File: src/rtl/hazard_ctrl_mc_if.sv
// Control bundle between ID decode/branch compare and the hazard controller:
// hazard/branch/memory inputs in, pipeline-register controls and event counts out.
interface hazard_ctrl_mc_if #(
  parameter int REG_W = 5,
  parameter int CNT_W = 16
);
  logic             memread_idex_i;
  logic [REG_W-1:0] rd_idex_i;
  logic [REG_W-1:0] rs1_ifid_i;
  logic [REG_W-1:0] rs2_ifid_i;
  logic             use_rs2_ifid_i;
  logic             branch_id_i;
  logic             equal_id_i;
  logic             mem_busy_i;
  logic             clr_cnt_i;
  logic             pc_write_o;
  logic             ifid_stall_o;
  logic             ifid_flush_o;
  logic             bubble_o;
  logic             pipe_stall_o;
  logic [CNT_W-1:0] load_stall_cnt_o;
  logic [CNT_W-1:0] flush_cnt_o;

  modport master (
    output memread_idex_i, rd_idex_i, rs1_ifid_i, rs2_ifid_i, use_rs2_ifid_i,
    output branch_id_i, equal_id_i, mem_busy_i, clr_cnt_i,
    input  pc_write_o, ifid_stall_o, ifid_flush_o, bubble_o, pipe_stall_o,
    input  load_stall_cnt_o, flush_cnt_o
  );

  modport slave (
    input  memread_idex_i, rd_idex_i, rs1_ifid_i, rs2_ifid_i, use_rs2_ifid_i,
    input  branch_id_i, equal_id_i, mem_busy_i, clr_cnt_i,
    output pc_write_o, ifid_stall_o, ifid_flush_o, bubble_o, pipe_stall_o,
    output load_stall_cnt_o, flush_cnt_o
  );
endinterface

File: src/rtl/hazard_ctrl_mc.sv
// Multi-cycle hazard controller: load-use stalls, taken-branch flushes and
// data-memory freezes for the in-order pipeline, plus saturating event counters.
module hazard_ctrl_mc #(
  parameter int REG_W    = 5,
  parameter int LOAD_LAT = 1,
  parameter int BR_FLUSH = 1,
  parameter int CNT_W    = 16
) (
  input  logic            clk_i,
  input  logic            rst_i,
  hazard_ctrl_mc_if.slave bus
);

  typedef enum logic [1:0] {
    RUN    = 2'd0,
    LSTALL = 2'd1,
    FLUSH  = 2'd2
  } state_t;

  localparam logic [2:0]       LD_INIT  = 3'(LOAD_LAT - 1);
  localparam bit               LD_MULTI = (LOAD_LAT > 1);
  localparam bit               FL_MULTI = (BR_FLUSH == 2);
  localparam logic [CNT_W-1:0] CNT_MAX  = {CNT_W{1'b1}};
  localparam logic [CNT_W-1:0] CNT_ONE  = CNT_W'(1'b1);

  // Clear dominates; otherwise count up and stick at all-ones.
  function automatic logic [CNT_W-1:0] sat_inc(input logic [CNT_W-1:0] v,
                                               input logic inc,
                                               input logic clr);
    logic [CNT_W-1:0] r;
    if (clr) begin
      r = {CNT_W{1'b0}};
    end else if (inc && (v != CNT_MAX)) begin
      r = v + CNT_ONE;
    end else begin
      r = v;
    end
    return r;
  endfunction

  state_t           state_q, state_d;
  logic [2:0]       ld_cnt_q, ld_cnt_d;
  logic [CNT_W-1:0] lcnt_q, fcnt_q;

  logic hz_s, taken_s, rd_nz_s;
  logic ld_inc_s, fl_inc_s;
  logic pc_write_s, ifid_stall_s, ifid_flush_s, bubble_s, pipe_stall_s;

  assign rd_nz_s = (bus.rd_idex_i != {REG_W{1'b0}});
  assign hz_s    = bus.memread_idex_i & rd_nz_s &
                   ((bus.rd_idex_i == bus.rs1_ifid_i) |
                    (bus.use_rs2_ifid_i & (bus.rd_idex_i == bus.rs2_ifid_i)));
  assign taken_s = bus.branch_id_i & bus.equal_id_i;

  // Next-state and control outputs; a memory freeze overrides every state.
  always_comb begin
    state_d      = state_q;
    ld_cnt_d     = ld_cnt_q;
    ld_inc_s     = 1'b0;
    fl_inc_s     = 1'b0;
    pc_write_s   = 1'b1;
    ifid_stall_s = 1'b0;
    ifid_flush_s = 1'b0;
    bubble_s     = 1'b0;
    pipe_stall_s = 1'b0;
    if (!rst_i) begin
      pc_write_s   = 1'b0;
      ifid_flush_s = 1'b1;
      bubble_s     = 1'b1;
    end else if (bus.mem_busy_i) begin
      pipe_stall_s = 1'b1;
      pc_write_s   = 1'b0;
      ifid_stall_s = 1'b1;
    end else begin
      case (state_q)
        RUN: begin
          if (hz_s) begin
            pc_write_s   = 1'b0;
            ifid_stall_s = 1'b1;
            bubble_s     = 1'b1;
            ld_inc_s     = 1'b1;
            if (LD_MULTI) begin
              state_d  = LSTALL;
              ld_cnt_d = LD_INIT;
            end else begin
              state_d  = RUN;
            end
          end else if (taken_s) begin
            ifid_flush_s = 1'b1;
            fl_inc_s     = 1'b1;
            if (FL_MULTI) begin
              state_d = FLUSH;
            end else begin
              state_d = RUN;
            end
          end else begin
            state_d = RUN;
          end
        end
        LSTALL: begin
          pc_write_s   = 1'b0;
          ifid_stall_s = 1'b1;
          bubble_s     = 1'b1;
          ld_inc_s     = 1'b1;
          ld_cnt_d     = ld_cnt_q - 3'd1;
          if (ld_cnt_q == 3'd1) begin
            state_d = RUN;
          end else begin
            state_d = LSTALL;
          end
        end
        FLUSH: begin
          ifid_flush_s = 1'b1;
          state_d      = RUN;
        end
        default: begin
          state_d  = RUN;
          ld_cnt_d = 3'd0;
        end
      endcase
    end
  end

  // FSM state and remaining load-use stall cycles.
  always_ff @(posedge clk_i or negedge rst_i) begin
    if (!rst_i) begin
      state_q  <= RUN;
      ld_cnt_q <= 3'd0;
    end else begin
      state_q  <= state_d;
      ld_cnt_q <= ld_cnt_d;
    end
  end

  // Performance counters; clear is honoured even while frozen.
  always_ff @(posedge clk_i or negedge rst_i) begin
    if (!rst_i) begin
      lcnt_q <= {CNT_W{1'b0}};
      fcnt_q <= {CNT_W{1'b0}};
    end else begin
      lcnt_q <= sat_inc(lcnt_q, ld_inc_s, bus.clr_cnt_i);
      fcnt_q <= sat_inc(fcnt_q, fl_inc_s, bus.clr_cnt_i);
    end
  end

  assign bus.pc_write_o       = pc_write_s;
  assign bus.ifid_stall_o     = ifid_stall_s;
  assign bus.ifid_flush_o     = ifid_flush_s;
  assign bus.bubble_o         = bubble_s;
  assign bus.pipe_stall_o     = pipe_stall_s;
  assign bus.load_stall_cnt_o = lcnt_q;
  assign bus.flush_cnt_o      = fcnt_q;

endmodule

File: src/flat_wrapper.sv
// flat-port wrapper written by rule: the top's interface ports become plain ports
module hazard_ctrl_mc_flat 
#(
  parameter int REG_W    = 5,
  parameter int LOAD_LAT = 1,
  parameter int BR_FLUSH = 1,
  parameter int CNT_W    = 16
)
  (clk_i, rst_i, bus_memread_idex_i, bus_rd_idex_i, bus_rs1_ifid_i, bus_rs2_ifid_i, bus_use_rs2_ifid_i, bus_branch_id_i, bus_equal_id_i, bus_mem_busy_i, bus_clr_cnt_i, bus_pc_write_o, bus_ifid_stall_o, bus_ifid_flush_o, bus_bubble_o, bus_pipe_stall_o, bus_load_stall_cnt_o, bus_flush_cnt_o);
  hazard_ctrl_mc_if #(.REG_W(REG_W), .CNT_W(CNT_W)) bus_i ();
  input  logic clk_i;
  input  logic rst_i;
  input wire logic [$bits(bus_i.memread_idex_i)-1:0] bus_memread_idex_i;
  input wire logic [$bits(bus_i.rd_idex_i)-1:0] bus_rd_idex_i;
  input wire logic [$bits(bus_i.rs1_ifid_i)-1:0] bus_rs1_ifid_i;
  input wire logic [$bits(bus_i.rs2_ifid_i)-1:0] bus_rs2_ifid_i;
  input wire logic [$bits(bus_i.use_rs2_ifid_i)-1:0] bus_use_rs2_ifid_i;
  input wire logic [$bits(bus_i.branch_id_i)-1:0] bus_branch_id_i;
  input wire logic [$bits(bus_i.equal_id_i)-1:0] bus_equal_id_i;
  input wire logic [$bits(bus_i.mem_busy_i)-1:0] bus_mem_busy_i;
  input wire logic [$bits(bus_i.clr_cnt_i)-1:0] bus_clr_cnt_i;
  output wire logic [$bits(bus_i.pc_write_o)-1:0] bus_pc_write_o;
  output wire logic [$bits(bus_i.ifid_stall_o)-1:0] bus_ifid_stall_o;
  output wire logic [$bits(bus_i.ifid_flush_o)-1:0] bus_ifid_flush_o;
  output wire logic [$bits(bus_i.bubble_o)-1:0] bus_bubble_o;
  output wire logic [$bits(bus_i.pipe_stall_o)-1:0] bus_pipe_stall_o;
  output wire logic [$bits(bus_i.load_stall_cnt_o)-1:0] bus_load_stall_cnt_o;
  output wire logic [$bits(bus_i.flush_cnt_o)-1:0] bus_flush_cnt_o;
  assign bus_i.memread_idex_i = bus_memread_idex_i;
  assign bus_i.rd_idex_i = bus_rd_idex_i;
  assign bus_i.rs1_ifid_i = bus_rs1_ifid_i;
  assign bus_i.rs2_ifid_i = bus_rs2_ifid_i;
  assign bus_i.use_rs2_ifid_i = bus_use_rs2_ifid_i;
  assign bus_i.branch_id_i = bus_branch_id_i;
  assign bus_i.equal_id_i = bus_equal_id_i;
  assign bus_i.mem_busy_i = bus_mem_busy_i;
  assign bus_i.clr_cnt_i = bus_clr_cnt_i;
  assign bus_pc_write_o = bus_i.pc_write_o;
  assign bus_ifid_stall_o = bus_i.ifid_stall_o;
  assign bus_ifid_flush_o = bus_i.ifid_flush_o;
  assign bus_bubble_o = bus_i.bubble_o;
  assign bus_pipe_stall_o = bus_i.pipe_stall_o;
  assign bus_load_stall_cnt_o = bus_i.load_stall_cnt_o;
  assign bus_flush_cnt_o = bus_i.flush_cnt_o;
  hazard_ctrl_mc #(.REG_W(REG_W), .LOAD_LAT(LOAD_LAT), .BR_FLUSH(BR_FLUSH), .CNT_W(CNT_W)) u_core (.clk_i(clk_i), .rst_i(rst_i), .bus(bus_i));
endmodule
File: config.mk
export PLATFORM = sky130hd
export DESIGN_NAME = hazard_ctrl_mc_flat
export DESIGN_NICKNAME = d
export VERILOG_FILES = /design/src/rtl/hazard_ctrl_mc_if.sv /design/src/rtl/hazard_ctrl_mc.sv /design/src/flat_wrapper.sv
export SDC_FILE = /design/constraint.sdc
export NUM_CORES = 1
export LEC_CHECK = 0
export ABC_AREA = 1
export CORE_MARGIN = 2
export CORE_UTILIZATION = 40
export CTS_CLUSTER_DIAMETER = 60
export DETAILED_ROUTE_END_ITERATION = 6
export PLACE_DENSITY = 0.77
export SETUP_SLACK_MARGIN = 0.5
export SYNTH_ARGS = -nofsm -noshare
export SYNTH_HDL_FRONTEND = slang
export SYNTH_SLANG_ARGS = --single-unit
File: constraint.sdc
create_clock -name clk_i -period 4 [get_ports clk_i]
set_clock_uncertainty 0.05 [all_clocks]
set_input_delay 0.8 -clock clk_i [delete_from_list [all_inputs] [get_ports clk_i]]
set_output_delay 0.8 -clock clk_i [all_outputs]
set_load 0.005 [all_outputs]
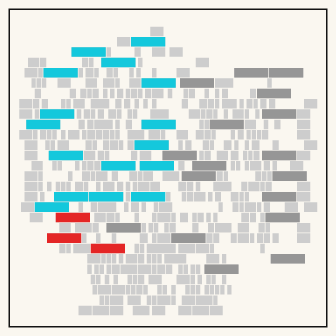
Figure 1: run 1, sequential cells coloured by netlist name.
Red shows `u_core.ld_cnt_q`, sequential cells 3. Cyan shows `u_core.bus.load_stall_cnt_o`, sequential cells 16.
Another 17 sequential cells are not coloured.
sequential group power: 405 µW
register area: 901 µm²
fraction of area in registers: 27.6%
fin util: 54.5%

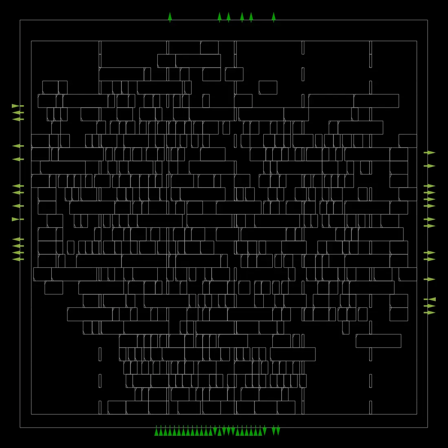
Figure 2: run 1, cell outlines without signal wires.
post-route non-filler standard cell count: 498
fill cell count: 594
num sequential: 36
Tapcell Cnt: 75
# rows: 28

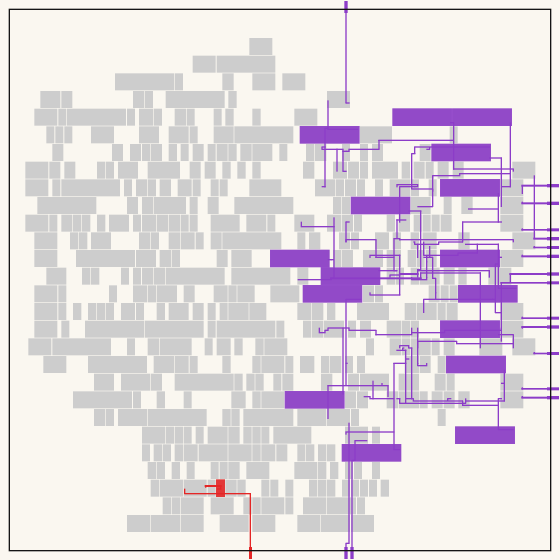
Figure 3: run 1, wires at chosen ports, followed through buffers.
Red shows `bus_branch_id_i`, direction input, end cells 1, buffers 1, wire 22.6 µm. Purple shows `bus_flush_cnt_o`, direction output, end cells 16, buffers 16, wire 709 µm.
num ports: 60
I/O Buffers: 59

==> results.sh, run 1 <==
# implementation run metrics
export IMPL_cts_sinks=36
export IMPL_top_cells_by_count="nand2_1, nand3_1, inv_1, dfrtp_1, nor2_1"
export IMPL_dp_slack_ns=0.496
export IMPL_worstSetupPathType="in -> out"
export IMPL_tool_warnings=28
export IMPL_status="complete, no violations"
export IMPL_yosysWarnings=0
export IMPL_drc_errors=0
export IMPL_combPwrFrac_pct=19.9
export IMPL_drv_cap=0
export IMPL_ff2ff_path_depth=13
export IMPL_finalWirelength_um=6040
export IMPL_combinationalPower_uw=168
export IMPL_top_cell_area_share_pct=35.9
export IMPL_top_power_group="registers"
export IMPL_p_seq_share_pct=47.9
export IMPL_worst_path_stages=10
export IMPL_switchingPower_uw=249
export IMPL_cp_required_ns=3.15
export IMPL_yosys_cells=363
export IMPL_cp_common_cell="nor2_1"
export IMPL_seq_area_frac_synth_pct=35.9
export IMPL_stdcell_area_um2=3270
export IMPL_power_uw=846
export IMPL_yosys_cell_types_count=28
export IMPL_tightest_slew_ns=0.626
export IMPL_tns_ns=0
export IMPL_vdd_drop_max_v=0.000195
export IMPL_clkPwrFrac_pct=32.2
export IMPL_largest_class="logic gates"
export IMPL_clk_pin_slew_ns=0.08
export IMPL_die_area_um2=6910
export IMPL_period_used_pct=83.8
export IMPL_dpl_hpwl_um=4560
export IMPL_place_inst=490
export IMPL_reg2reg_slack_ns=1.85
export IMPL_start_kind="primary input"
export IMPL_whs_ns=0.365
export IMPL_antenna_found_initial=0
export IMPL_rsz0062_at_grt="true"
export IMPL_worst_setup_path_end_kind="primary output"
export IMPL_slew_headroom_pct=58.2
export IMPL_p_int_uw=597
export IMPL_inverters=60
==> run 1: cell families after synthesis <==
kind of cell	Yosys count	share of synthesized area (%)
AOI/OAI and AO/OA	21	4.79
xor gates and xnor gates	26	9.09
adders and majority gates	4	2.00
buffers and inverters	69	11.4
DFF	36	35.9
and+or+nand+nor	207	36.8
==> run 1: metal layers <==
layer / routed length (µm) / part of all wire (%) / GRT usage (%) / vias up
met5: 0 / 0 / 0 / -
met4: 106 / 1.8 / 6.11 / 0
met3: 254 / 4.2 / 3.08 / 9
met2: 2980 / 49 / 31.8 / 62
met1: 2700 / 45 / 23.3 / 1179
li1: - / - / - / 1254
==> run 1: repair_timing <==
item	CTS	global route
setup buffers	0	0
gates cloned	0	0
setup endpoints to repair	1	4
hold buffers	0	0
gates resized	0	10
pin swaps	1	1
Figure 4. Wire density map (run 1).
The die is cut into 17 by 17 equal tiles; black is low, pale yellow is high, scaled to the fullest tile. Values are wire area over tile area, all layers added.
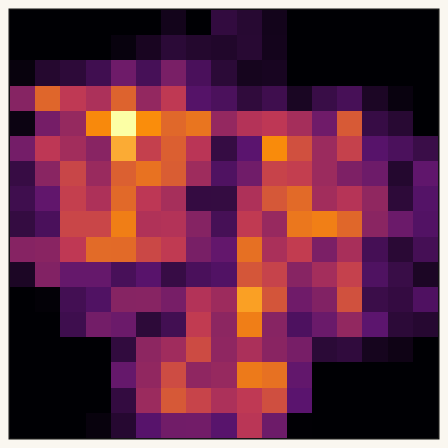

==> run 1 -> run 2 <==
==> constraint.sdc (replaced) <==
create_clock -name clk_i -period 3.2 [get_ports clk_i]
set_clock_uncertainty 0.05 [all_clocks]
set_input_delay 0.64 -clock clk_i [delete_from_list [all_inputs] [get_ports clk_i]]
set_output_delay 0.64 -clock clk_i [all_outputs]
set_load 0.005 [all_outputs]
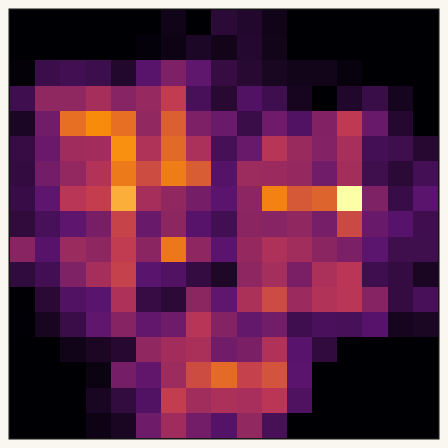
Figure 5: run 2, wire density map.
The die is cut into 17 by 17 equal tiles; black is low, pale yellow is high, scaled to the fullest tile. Values are wire area over tile area, all layers added.
23% of the tiles are nearly empty. The fullest tile reaches 0.57. 10% of the tiles are over half the peak. The mean over all tiles is 0.14.
DR vias: 2496
routed length per instance: 12.2 µm
GRT Total Usage: 18.1%
final wirelength: 6090 µm

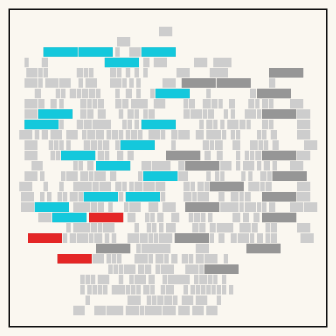
Figure 6: run 2, sequential cells coloured by netlist name.
Cyan shows `u_core.bus.load_stall_cnt_o`, sequential cells 16. Red shows `u_core.ld_cnt_q`, sequential cells 3.
Another 17 sequential cells are not coloured.
fin util: 54.4%
fraction of area in registers: 27.7%
sequential group power: 507 µW

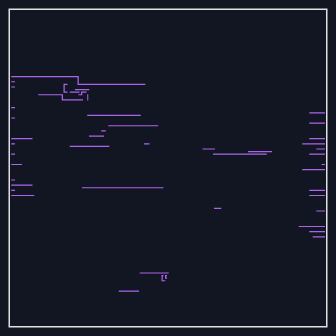
Figure 7: run 2, signal wires on met3.
43 nets have wire on it. The layer holds 4.0% of the routed length. The longest straight run is 21.2 µm. The layer carries 244 µm of wire. The wires run mostly horizontal.
met3 usage: 3.28%

==> results.sh, run 2 <==
# implementation run metrics
export IMPL_status="complete, no violations"
export IMPL_p_seq_share_pct=47.5
export IMPL_yosys_cell_types_count=28
export IMPL_grtUsageMet1_pct=22.7
export IMPL_wl_met1_um=2820
export IMPL_power_uw=1070
export IMPL_yosys_area_share_aoi_pct=4.79
export IMPL_worst_setup_path_end_kind="primary output"
export IMPL_drc_errors=0
export IMPL_combPwrFrac_pct=20.4
export IMPL_synth_adder_area_share_pct=2.00
export IMPL_met2_usage_pct=32.0
export IMPL_combinationalPower_uw=217
export IMPL_p_int_uw=743
export IMPL_regArea_um2=901
export IMPL_dp_slack_ns=0.0446
export IMPL_slew_headroom_pct=55.8
export IMPL_netlist_logic_family_top="simple AND/OR/NAND/NOR gates"
export IMPL_cp_common_cell="nand2_1"
export IMPL_worst_path_stages=11
run 2: timing repair:
action,4_1_cts,5_1_grt
gates resized,19,14
setup endpoints to repair,4,4
buffers inserted,2,0
hold endpoints to repair,0,0
pin swaps,7,7
run 2: layout make-up:
cell class | count | area share, %
Sequential cell | 36 | 27.7
Timing Repair Buffer | 64 | 18.2
Tap cell | 75 | 2.88
Clock inverter | 2 | 0.307
Multi-Input combinational cell | 258 | 41.3
Inverter | 60 | 7.07
Clock buffer | 6 | 2.54
run 2: cells by family after synthesis:
kind of cell | after synthesis
and+or+nand+nor | 207
AOI/OAI and AO/OA | 21
buffers and inverters | 69
xor gates and xnor gates | 26
DFF | 36
adders and majority gates | 4
Figure 8. Wires at chosen ports, followed through buffers (run 2).
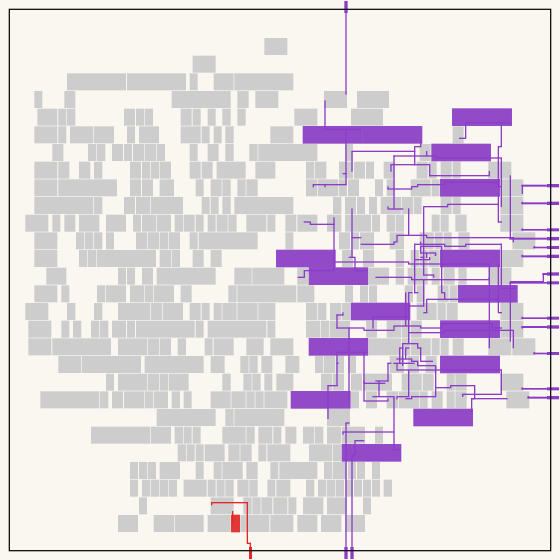

==> run 2 -> run 3 <==
--- a/config.mk
+++ b/config.mk
@@ -10,7 +10,7 @@
 export CORE_UTILIZATION = 40
 export CTS_CLUSTER_DIAMETER = 60
 export DETAILED_ROUTE_END_ITERATION = 6
-export PLACE_DENSITY = 0.77
+export PLACE_DENSITY = 0.79
 export SETUP_SLACK_MARGIN = 0.5
 export SYNTH_ARGS = -nofsm -noshare
 export SYNTH_HDL_FRONTEND = slang
==> constraint.sdc (replaced) <==
create_clock -name clk_i -period 2.1 [get_ports clk_i]
set_clock_uncertainty 0.05 [all_clocks]
set_input_delay 0.42 -clock clk_i [delete_from_list [all_inputs] [get_ports clk_i]]
set_output_delay 0.42 -clock clk_i [all_outputs]
set_load 0.005 [all_outputs]
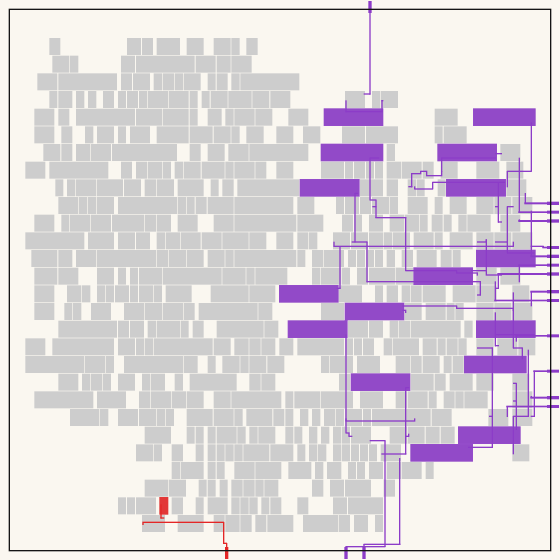
Figure 9: run 3, wires at chosen ports, followed through buffers.
Red shows `bus_branch_id_i`, direction input, end cells 1, buffers 1, wire 19.6 µm. Purple shows `bus_flush_cnt_o`, direction output, end cells 16, buffers 17, wire 482 µm.

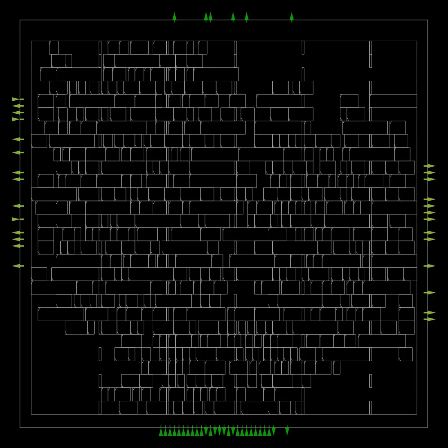
Figure 10: run 3, cell outlines without signal wires.
fin util: 68.9%
fill cell count: 440
fraction of area in registers: 22.1%

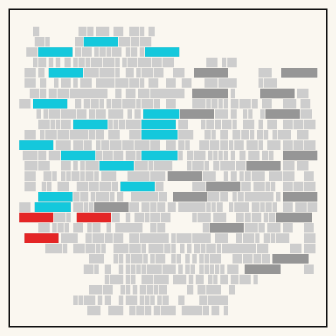
Figure 11: run 3, sequential cells coloured by netlist name.
Red shows `u_core.ld_cnt_q`, sequential cells 3. Cyan shows `u_core.bus.load_stall_cnt_o`, sequential cells 16.
Another 17 sequential cells are not coloured.
register area: 912 µm²
sequential group power: 765 µW

==> results.sh, run 3 <==
# implementation run metrics
export IMPL_grt_first_pass_wirelength_um=13000
export IMPL_cp_common_cell="nor2_2"
export IMPL_dp_slack_ns=-0.529
export IMPL_finalWirelength_um=8660
export IMPL_synth_adder_area_share_pct=2.00
export IMPL_grtUsageMet1_pct=28.2
export IMPL_vias=2994
export IMPL_yosys_cell_types_count=28
export IMPL_tightest_slew_ns=0.484
export IMPL_cts_setup_buffers=51
export IMPL_power_leakage_uw=0.00225
export IMPL_slew_headroom_pct=67.7
export IMPL_synthSimpleGateAreaFrac_pct=36.8
export IMPL_netlist_logic_family_top="simple AND/OR/NAND/NOR gates"
export IMPL_power_uw=1810
export IMPL_tool_warnings=30
export IMPL_fin_cells=573
export IMPL_pin_count=60
export IMPL_flop_cell="dfrtp_1"
export IMPL_ys_flops=36
export IMPL_most_common_cell="nand2_1"
export IMPL_worst_path_stages=10
export IMPL_cts_resized=162
export IMPL_met2_usage_pct=40.7
export IMPL_async_reset_ff_share_pct=100
export IMPL_status="complete, no violations"
export IMPL_drc_errors=0
export IMPL_h_tree_depth=2
export IMPL_cts_tree="built"
export IMPL_use_met3_pct=3.88
export IMPL_place_inst=502
export IMPL_fp_coreArea_um2=5990
export IMPL_cp_top_family="simple AND/OR/NAND/NOR gates"
export IMPL_worst_setup_path_end_kind="primary output"
export IMPL_grt_use_total_pct=23.1
export IMPL_cts_sinks=36
export IMPL_drive_gt1_share_pct=42.0
export IMPL_yosys_area_share_aoi_pct=4.79
[run 3: power by group]
group / total, µW / internal, µW / switching [µW]
clock network: 505 / 233 / 272
logic: 536 / 247 / 289
registers: 765 / 735 / 30.2
total: 1810 / 1220 / 591
[run 3: layer usage]
| layer | routed length [µm] | vias to the layer above |
|---|---|---|
| met4 | 250 | 0 |
| met5 | 0 | - |
| met3 | 540 | 29 |
| met1 | 3350 | 1414 |
| met2 | 4520 | 131 |
| li1 | - | 1420 |
[run 3: layout make-up]
cell class / count / area share (%)
multi-input cells: 259 / 40.5
clock buffers: 7 / 1.85
repair buffers: 135 / 27.3
flip-flops and latches: 36 / 22.1
well taps: 75 / 2.27
clock inverters: 1 / 0.121
inverters: 60 / 5.88
No activity file was given, so power comes from the tool's default toggle rates.
